Figure 1. Cell area per tile (run 1).
Scale: 6 px per µm. 7 x 7 tiles, from white (low) to dark blue (high), 0 to 100% covered.
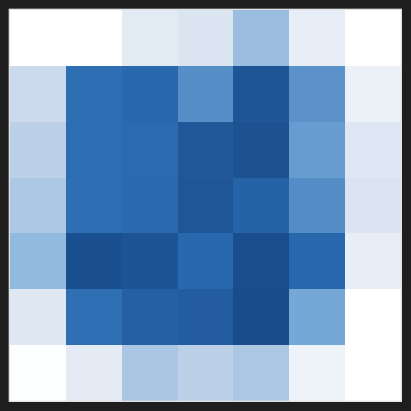
Figure 2. Clock wiring as the flow saved it (run 1).
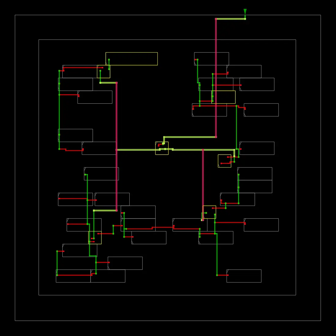
Figure 3. Metal layers overlaid (run 1).
Scale: 8 px per µm.
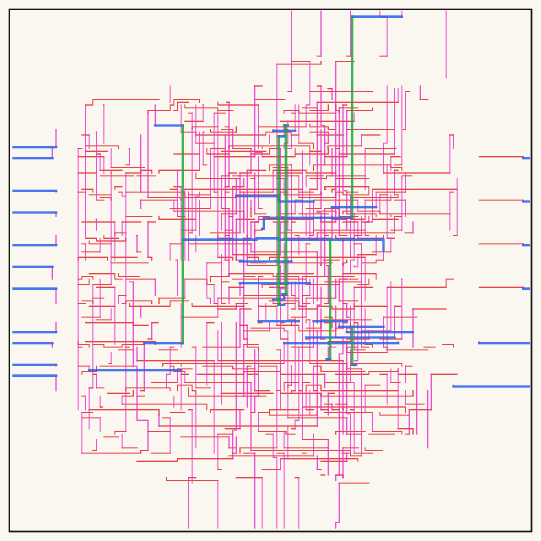
`config.mk`:
```
export PLATFORM = sky130hd
export DESIGN_NAME = seq_det_ctrl
export DESIGN_NICKNAME = d
export VERILOG_FILES = /design/src/rtl/seq_det_pkg.sv /design/src/rtl/seq_det_ctrl_shift.sv /design/src/rtl/seq_det_ctrl.sv
export SDC_FILE = /design/constraint.sdc
export NUM_CORES = 1
export LEC_CHECK = 0
export CORE_MARGIN = 5
export CORE_UTILIZATION = 55
export CTS_CLUSTER_SIZE = 8
export DETAILED_ROUTE_END_ITERATION = 16
export PLACE_DENSITY = 0.93
export SYNTH_ARGS = -nofsm -noshare
export SYNTH_HDL_FRONTEND = slang
export SYNTH_SLANG_ARGS = --single-unit
```
`constraint.sdc`:
```
create_clock -name clk -period 5.5 [get_ports clk]
set_input_delay 1.1 -clock clk [delete_from_list [all_inputs] [get_ports clk]]
set_output_delay 1.1 -clock clk [all_outputs]
set_load 0.05 [all_outputs]
```
`src/rtl/seq_det_pkg.sv`:
```
// seq_det_pkg: shared state encoding and default widths for the pattern detector
package seq_det_pkg;
  localparam logic [1:0] IDLE = 2'd0;
  localparam logic [1:0] RUN  = 2'd1;
  localparam logic [1:0] DONE = 2'd2;
  localparam int DEF_PAT_W = 4;
  localparam int DEF_CNT_W = 8;
  typedef enum logic [1:0] {ST_IDLE = IDLE, ST_RUN = RUN, ST_DONE = DONE} state_e;
endpackage

```
`src/rtl/seq_det_ctrl_shift.sv`:
```
// pattern_shift_det: serial history with fill tracking; flags a hit for the bit being shifted in
module pattern_shift_det
  import seq_det_pkg::*;
#(
  parameter int PAT_W = DEF_PAT_W
) (
  input  logic             clk,
  input  logic             rst_n,
  input  logic             clear_i,
  input  logic             shift_en_i,
  input  logic             din_i,
  input  logic [PAT_W-1:0] pattern_i,
  output logic             hit_o
);
  localparam int FW = $clog2(PAT_W + 1);
  localparam logic [FW-1:0] FULL = FW'(PAT_W);
  localparam logic [FW-1:0] NEED = FW'(PAT_W - 1);
  logic [PAT_W-2:0] hist_q;
  logic [FW-1:0]    fill_q;
  logic [PAT_W-1:0] window;
  assign window = {hist_q, din_i};
  assign hit_o  = (fill_q >= NEED) && (window == pattern_i);
  // history only moves on qualified bits; fill saturates once the window is full
  always_ff @(posedge clk) begin
    if (!rst_n || clear_i) begin
      hist_q <= '0;
      fill_q <= '0;
    end else if (shift_en_i) begin
      hist_q <= window[PAT_W-2:0];
      fill_q <= (fill_q < FULL) ? fill_q + 1'b1 : fill_q;
    end
  end
endmodule

```
`src/rtl/seq_det_ctrl.sv`:
```
// seq_det_ctrl: configurable overlapping serial pattern counter with run/done sequencing
module seq_det_ctrl
  import seq_det_pkg::*;
#(
  parameter int PAT_W = DEF_PAT_W,
  parameter int CNT_W = DEF_CNT_W
) (
  input  logic             clk,
  input  logic             rst_n,
  input  logic             cfg_we,
  input  logic [PAT_W-1:0] cfg_pattern,
  input  logic [CNT_W-1:0] cfg_target,
  input  logic             start,
  input  logic             abort,
  input  logic             din,
  input  logic             din_valid,
  output logic             busy,
  output logic             match_pulse,
  output logic [CNT_W-1:0] match_count,
  output logic             done,
  output logic             err_cfg
);
  state_e           state_q, state_d;
  logic [PAT_W-1:0] pat_q, pat_d;
  logic [CNT_W-1:0] tgt_q, tgt_d, cnt_q, cnt_d, cnt_inc;
  logic             pulse_q, pulse_d, err_q, err_d;
  logic             in_run, shift_en, hit, match, start_ok;
  assign in_run   = (state_q == ST_RUN);
  assign start_ok = start && !in_run;
  assign shift_en = in_run && din_valid && !abort;
  assign match    = shift_en && hit;
  assign cnt_inc  = (&cnt_q) ? cnt_q : cnt_q + 1'b1;
  pattern_shift_det #(.PAT_W(PAT_W)) u_det (
    .clk       (clk),
    .rst_n     (rst_n),
    .clear_i   (start_ok),
    .shift_en_i(shift_en),
    .din_i     (din),
    .pattern_i (pat_q),
    .hit_o     (hit)
  );
  // sequencing: config/start accepted outside RUN; in RUN abort beats a match, target ends the run
  always_comb begin
    state_d = state_q;
    pat_d   = pat_q;
    tgt_d   = tgt_q;
    cnt_d   = cnt_q;
    pulse_d = 1'b0;
    err_d   = 1'b0;
    if (in_run) begin
      err_d = cfg_we;
      if (abort) state_d = ST_IDLE;
      else if (match) begin
        pulse_d = 1'b1;
        cnt_d   = cnt_inc;
        state_d = (tgt_q != '0 && cnt_inc == tgt_q) ? ST_DONE : ST_RUN;
      end
    end else begin
      if (cfg_we) begin
        pat_d   = cfg_pattern;
        tgt_d   = cfg_target;
        state_d = ST_IDLE;
      end
      if (start) begin
        state_d = ST_RUN;
        cnt_d   = '0;
      end
    end
  end
  // state, configuration and registered output pulses
  always_ff @(posedge clk) begin
    if (!rst_n) begin
      state_q <= ST_IDLE;
      pat_q   <= '0;
      tgt_q   <= '0;
      cnt_q   <= '0;
      pulse_q <= 1'b0;
      err_q   <= 1'b0;
    end else begin
      state_q <= state_d;
      pat_q   <= pat_d;
      tgt_q   <= tgt_d;
      cnt_q   <= cnt_d;
      pulse_q <= pulse_d;
      err_q   <= err_d;
    end
  end
  assign busy        = in_run;
  assign done        = (state_q == ST_DONE);
  assign match_pulse = pulse_q;
  assign match_count = cnt_q;
  assign err_cfg     = err_q;
endmodule

```
==> run notes, run 1 <==
Purpose: to document the outcome of synthesis and place and route.

Status
The flow ran to the end, and the final reports show no timing, DRC or antenna violations.

Layout
The final-stage net count is 249. The filler cells instantiated in the layout total 248. The number of antenna diodes in the final layout is 0. The number of multi-input combinational cells in the layout is 155.

Per the final layout report, the fraction of cells sized above drive strength 1 comes to under 10%. In the final design, more cell area goes to logic gates than to any other class. Measured on the final layout, the clock distribution area share stands at approximately 4.0%. The fraction of the core area covered by cells at the end of the flow is 68.1%.

The count of inverters other than clock inverters in the layout is 5. The final design instance area without fill is 0.00203 mm². The multi-input gate area in the final layout is 985 µm². Non-clock buffers in the final layout number 30. Per the final report, the share of cell area in non-clock buffers is 14.8%.

Yosys
The area fraction of the largest cell type after synthesis is 36.0%. The most common cell in the synthesized netlist is sky130_fd_sc_hd__nand2_1. The synthesized netlist devotes ~2.2% of its cell area to adder and majority cells. The synthesized flop and latch total is 30. The average instance in the mapped netlist occupies 8.30 µm². The fraction of registers with async set/reset is 0%. After synthesis, the chip area reported by Yosys is 0.00167 mm². Yosys stat counts 201 cells in the synthesized netlist. The post-synth design cell area is 0.00167 mm².

Global route
The first global-routing pass estimated 5.99 mm of wire. The global-route track usage on met3 is 3.59%. The global-route layer with the greatest usage is met2.

Placed design
The placed instance area is 0.00195 mm². The count of input and output buffers is 30. The detailed placement HPWL is 2.62 mm.

Power and ir drop
The total combinational power is approximately 0.000056 W. The maximum vdd drop is between 0.15 and 0.2 mV. Summing internal, switching and leakage power gives 0.000465 W. The static leakage is 0.804 nW. The fraction of power spent switching nets is 23.0%.

Clock tree
The buffer depth of the longest clock path is 2. The root cell of the clock tree is sky130_fd_sc_hd__clkbuf_4. The TritonCTS clock tree is yes.

Critical path
Looking at the setup timing report, the critical path kind is input port to flip-flop. The data arrival time of the worst path is 3190 ps. The type of element capturing the critical path is a flip-flop. The startpoint of the worst register-to-register path is match_count[0]$_SDFFE_PN0P_. The path depth of the worst reg2reg path is 7. The type of element launching the critical path is an input port.

Detailed routing
The uppermost signal routing layer after detailed routing is met4. In the log, the iteration count for the first detailed-route pass is 4. The detailed router finished its first iteration with 79 violations. The length of routed met3 wiring is 227 µm.

Floorplan
31 I/O pins were placed. The die covers around 0.0042 mm². The floorplan core density is 56.1%.

Timing
The slew at the pin closest to its max-slew limit is 648 ps. Per the slew report, the remaining headroom to the max-slew limit stands at between 50% and 60%.

Job
The number of warnings in the stage logs is 26.
Notes on Figure 1 above:
fullest tile: 89%
densest ninth of the die: center
nearly empty tiles: 12%
mean over tiles: 47%
tiles over 75% full: 37%

Notes on Figure 2 above:
Flop Count: 30
number of buffers created by CTS: 5
clk latency late pin: 330 ps
final worst clock skew: 12.1 ps
clock group total power: 0.000179 W

Notes on Figure 3 above:
legend:
  magenta:
    layer: M2
    wire_length: 1590 µm
  red:
    layer: M1
    wire_length: 1530 µm
  blue:
    layer: M3
    wire_length: 227 µm
  green:
    layer: M4
    wire_length: 114 µm
average routed wire per standard cell: 13.3 µm
count of vias placed by the detailed router: 1530
total wirelength of the detailed-routed design: 3.47 mm
global-route total usage across every layer: 18.0%

--- run 2 (diff from run 1) ---
- CORE_UTILIZATION: 55 -> 47
- PLACE_DENSITY: 0.93 -> 0.86
- clock period: 5.5 -> 2.5 ns (I/O delays scaled with it)
Figure 4. Clock wiring as the flow saved it (run 2).
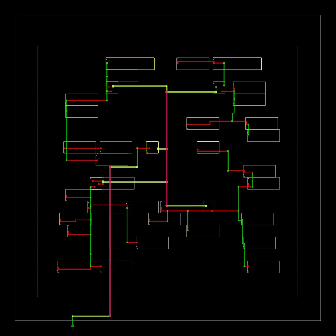
clock group total power: 0.000511 W
TritonCTS Sinks: 30
final worst clock skew: 15.6 ps
clk latency late pin: 340 ps

Figure 5. Sequential cells colored by netlist name (run 2).
Scale: 6 px per µm.
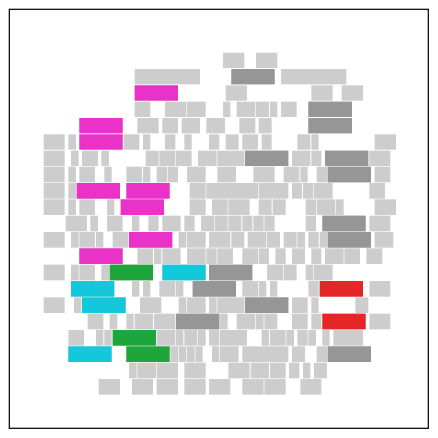
legend:
  magenta:
    signal: `tgt_q`
    flops: 8
    where: west
  cyan:
    signal: `pat_q`
    flops: 4
  green:
    signal: `u_det.hist_q`
    flops: 3
  red:
    signal: `state_q`
    flops: 2

Figure 6. Cell area per tile (run 2).
Scale: 6 px per µm. 7 x 7 tiles, from white (low) to dark blue (high), 0 to 100% covered.
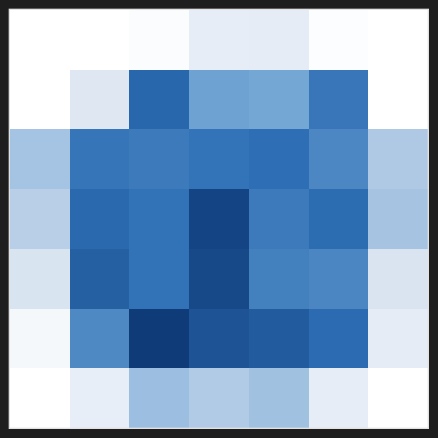
mean over tiles: 44%
tiles over 75% full: 20%
densest ninth of the die: center

==> run 2 against run 1 <==
Against the previous run:
- area after synthesis unchanged
- critical path type is now flip-flop to primary output
- largest power group is now clock
- worst setup slack worse by 2300 ps
- global-route usage down 2.3 points
- synthesized cell count unchanged
- clock skew up 3.6 ps
- first-iteration DRC count up 27%
- sequential power up 120%
- final cell count up 10%
- wire length up 6.4%
==> run notes, run 2 <==
Purpose: to document the outcome of synthesis and place and route.

Layout
The sequential share of cell area is 27.7%. The antenna diode count is 0. The multi-input gate area in the final layout is 985 µm². Leaving out the clock tree, the finished layout contains a buffer count of 42.

Once layout is done, the placed cells without fillers occupy around 0.0022 mm². The count of inverters other than clock inverters in the layout is 5. By area, the class that comes first in the final layout consists of logic gates. The number of logic gates is approximately 160. Cells fill 63.9% of the core in the end. The fraction of standard cell area in multi-input logic is 45.5%.

The final layout report lists a filler cell count of roughly 310. After layout the signal buffers, clock cells excluded, come to 18.0% of cell area. The count of sequential standard cells is 30. Clock cells make up 5.14% of the layout cell area. The post-route netlist has 11.3% of its cells at a drive strength greater than 1. The final-stage net count is 261.

Power and ir drop
For the combinational group, total power comes out at 0.000126 W. The overall power consumption is 0.00114 W. For this design the static power due to leakage is 0.879 nW.

In this run, the combinational gates consume 11.0% of the power. In this run, flip-flops and latches consume 44.3% of the power. The fraction of power spent switching nets is between 20% and 30%. Across the VDD grid, the largest voltage drop is 0.283 mV.

Job
In this run the tools logged warnings totalling 26.

Yosys
Sorting the synthesized cells by how often they occur yields 39 x sky130_fd_sc_hd__nand2_1, 30 x sky130_fd_sc_hd__dfxtp_1, 12 x sky130_fd_sc_hd__a21boi_0, 12 x sky130_fd_sc_hd__nor2_1, 9 x sky130_fd_sc_hd__xnor2_1. Of the total synthesized cell area, the portion taken by XOR and XNOR cells is 7.72%. Yosys reported that registers with async set or reset make up 0%.

The fraction of the mapped netlist area in adder cells is under 10%. The synth_stat.txt file lists the number of cells as approximately 200. Before any placement, the netlist area is recorded as approximately 0.0017 mm². By area, the combinational part of the netlist is dominated by simple AND/OR/NAND/NOR gates. Dividing the synthesized area by the synthesized cell count gives 8.30 µm². The area of the synthesized netlist per yosys stat is 0.00167 mm². The fraction of synthesized cell area taken by the top area cell type is 36.0%. Per the synth stats, the flop cell with the highest instance count is sky130_fd_sc_hd__dfxtp_1. By instance count, the leading cell after synthesis is sky130_fd_sc_hd__nand2_1. Counting flops and latches in the post-synthesis netlist gives 30.

Status
The flow ran to the end, and the final reports show no timing, DRC or antenna violations.

Global route
The first global-routing pass estimated 6.08 mm of wire. The global-route track usage on met3 is roughly 4.3%. Global routing used 15.6% of the available tracks. The global-route layer with the greatest usage is met2.

Clock tree
The root cell of the clock tree is sky130_fd_sc_hd__clkbuf_4. TritonCTS built the clock tree. The buffer depth of the longest clock path is 2. The number of clock buffers inserted by TritonCTS is 5.

Detailed routing
For this block, the via count after detailed routing is 1527. The total wire length after detailed routing is 3.69 mm. TritonRoute reported its final design rule violation total as 0. The routed wirelength on the met1 layer is recorded as 1.67 mm. Signal nets in the final route climb as high as met4. In the detailed route, the total length drawn on met3 is 245 µm. The iteration tally of the first detailed-router pass is 4.

Dividing the detail-routed wire length by the instance count gives approximately 13 µm. Per the log, the first TritonRoute iteration ended with a DRC count of 100.

Placed design
The placed instance area is approximately 0.0021 mm². The post-placement worst setup slack is 49.4 ps. The count of input and output buffers is 30. The cell count after placement is 278.

The detailed placement HPWL is 2.84 mm.

Floorplan
The number of I/O pins is 31. The overall die size recorded for this design is 0.00484 mm². The die span in x is 69.6 µm. For reference, the placement row count at floorplan is 21. The floorplan core density is 49.2%.

Critical path
At the worst endpoint, the arrival time is ~1700 ps. The signal on the critical path passes through nand2b_4 > inv_1 > clkdlybuf4s50_1. The type of element launching the critical path is a flip-flop. The kind of critical path is flip-flop to primary output. The path depth of the worst reg2reg path is 7. For reference, the critical path is launched at state_q[1]$_SDFFE_PN0P_. The startpoint of the worst register-to-register path is match_count[0]$_SDFFE_PN0P_.

The worst setup path is captured at a primary output. The number of buffers and inverters on the critical path is 2.

Timing
The final count of negative-setup-slack endpoints is 0. The transition time recorded at the tightest slew-check pin is approximately 500 ps. The worst max-slew margin expressed relative to the limit is between 60% and 70%.

The total count of hold-check failures in the final report is 0.

Hold path
The report gives the cell count of the worst hold path as 2.
--- run 3 (diff from run 2) ---
- CORE_UTILIZATION: 47 -> 55
- PLACE_DENSITY: 0.86 -> 0.93
- clock period: 2.5 -> 2.7 ns (I/O delays scaled with it)
Figure 7. Floorplan with the power grid (run 3).
Scale: 6 px per µm. Pins as bars on the die edge. Tap cells in gray.
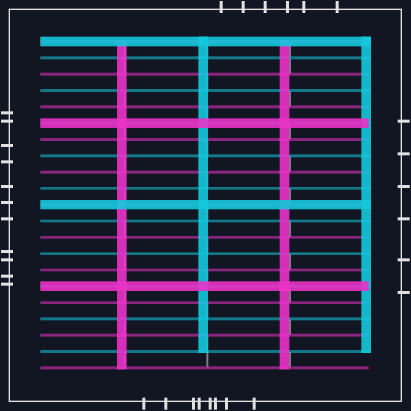
legend:
  cyan:
    net: VDD
  magenta:
    net: VSS
met1 rails: 21
tap cells: 33
met5 straps: 4
signal pins: 31
rows: 20
horizontal extent of the die: 65.1 µm
worst vdd rail ir drop: 0.344 mV

Figure 8. Sequential cells colored by netlist name (run 3).
Scale: 8 px per µm.
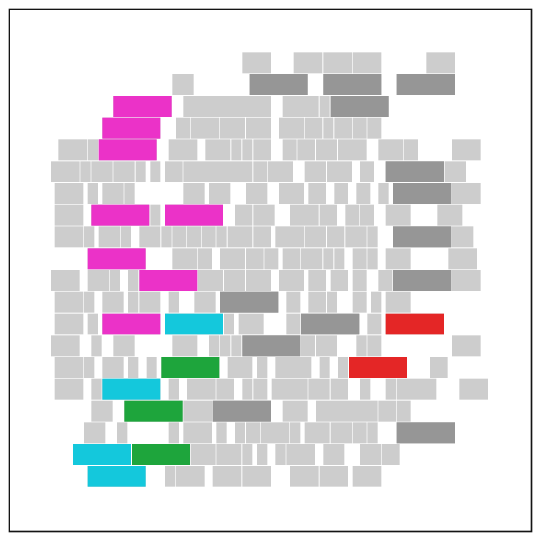
legend:
  cyan:
    signal: `pat_q`
    flops: 4
    where: south-west
  green:
    signal: `u_det.hist_q`
    flops: 3
  red:
    signal: `state_q`
    flops: 2
  magenta:
    signal: `tgt_q`
    flops: 8
fin util: 69.7%
Flop area: 601 µm²

Figure 9. Cell area per tile (run 3).
Scale: 6 px per µm. 7 x 7 tiles, from white (low) to dark blue (high), 0 to 100% covered.
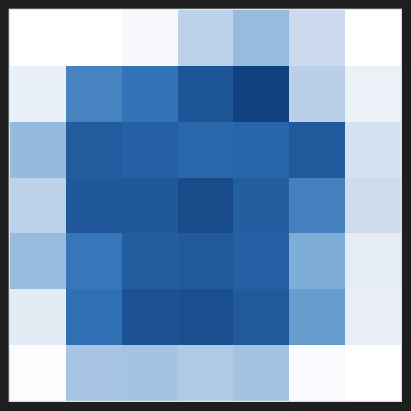
mean over tiles: 48%
fullest tile: 93%
densest ninth of the die: center
nearly empty tiles: 10%
tiles over 75% full: 35%

==> run 3 against run 2 <==
Against the previous run:
- wire length shrank 2.9%
- critical endpoint is now state_q[0]$_SDFFE_PN0P_
- area after synthesis is the same
- largest cell class unchanged
- worst setup slack gained 60 ps
- non-clock buffer count shrank 5
- global-route usage grew 3.0 points
- final area shrank 4.0%
- combinational power shrank 7%
- clock-buffer cell count shrank 1
==> run notes, run 3 <==
Purpose: to document the outcome of synthesis and place and route.

Detailed routing
The number of design rule violations left after detail routing is 0. Routed signal wires occupy layers up through met4. Per the detail_route log, met3 wirelength is 247 µm. The detailed router put a total of 1.52 mm of wire on met1. In the final routed layout, each cell accounts on average for about 13 µm. The total wire length after detailed routing is 3.58 mm. In the log, the iteration count for the first detailed-route pass is 4.

Timing
Looking at the max-slew report, the worst-margin pin has a slew of 494 ps. In this run the tightest slew margin relative to its limit is 66.9%. Setup violations remaining at the end of the flow were counted as 0. The final hold violation count recorded for this run is 0. The worst clock skew is 11.3 ps.

Layout
The number of buffers outside the clock class in the layout is 37. The number of logic gates is 155. The tally of filler cells in the layout is 239. The layout report gives the multi-input gate share of total cell area as 47.4%. According to the cell report, flip-flops and latches in the layout number 30.

The fraction of final layout cells sized beyond drive strength 1 is 9.36%. Looking at the area split, the leading class of cells is logic gates. Non-clock buffers make up roughly 17% of the layout cell area. The sequential share of cell area is between 20 and 30%. The fraction of final cell area spent on clock buffers and inverters in this run is under 10%.

The repair_antennas step left the layout with diodes totalling 0. The finished design was reported to have a net count of 256.

Placed design
The cell count after placement is 260. Detailed placement finished with a half-perimeter wire length of ~2.7 mm. The placed instances occupy a cell area of 0.00200 mm². Before CTS, the worst setup slack after placement is 298 ps.

Power and ir drop
The total combinational power is 0.000117 W. The power share of the combinational group is 12.5%. Summed over all cells, the static leakage comes to between 0.8 and 0.9 nW. The fraction of power spent switching nets is roughly 24%. In this run, flip-flops and latches consume 50.3% of the power.

Global route
The global-route track usage on met3 is 5.64%. The first global-routing pass estimated 6.16 mm of wire. The overall fraction of global-route tracks in use is 18.6%.

Critical path
STA classifies the critical path startpoint as a flip-flop. The report lists the cells along the critical path as ha_1 > xor2_1 > a41o_1 > a221o_1 > nor4b_1 > a31oi_1 > o21a_1. The kind of critical path is flip-flop to flip-flop.

The path depth of the worst reg2reg path is 7. The data arrival time of the worst path is around 2600 ps. The startpoint of the worst register-to-register path is match_count[0]$_SDFFE_PN0P_. The type of element capturing the critical path is a flip-flop. The sum of buffers and inverters on the critical path is 0.

Hold path
Hold analysis shows the worst path with a depth of 2.

Yosys
Per the synthesis report, the adder-cell share of the synthesized area is 2.25%. The combinational family with the most area after synthesis is simple AND/OR/NAND/NOR gates. The synthesized area per cell is 8.30 µm².

Synthesis inferred 30 register bits. The fraction of synthesized cell area taken by the top area cell type is 36.0%. For reference, the top cells by count after synthesis are 39 x sky130_fd_sc_hd__nand2_1, 30 x sky130_fd_sc_hd__dfxtp_1, 12 x sky130_fd_sc_hd__a21boi_0, 12 x sky130_fd_sc_hd__nor2_1, 9 x sky130_fd_sc_hd__xnor2_1. Looking at the cell usage after synthesis, the top flip-flop cell is sky130_fd_sc_hd__dfxtp_1. The top cell type by instance count after synthesis is sky130_fd_sc_hd__nand2_1.

Clock tree
The number of clock buffers inserted by TritonCTS is 5. The source-to-sink clock delay at the later pin of the worst-skew pair is roughly 330 ps. The clock sink total is 30. The root cell of the clock tree is sky130_fd_sc_hd__clkbuf_4.

Floorplan
The floorplan step records an initial core utilization of 56.1%. In this run the count of I/O pins placed on the die edge is 31. The chip occupies 0.00424 mm². The cell row count is 20.

Status
The run finished with clean final reports.

Job
The number of warnings reported in the stage logs is 26.
No activity file was given, so power comes from the tool's default toggle rates.
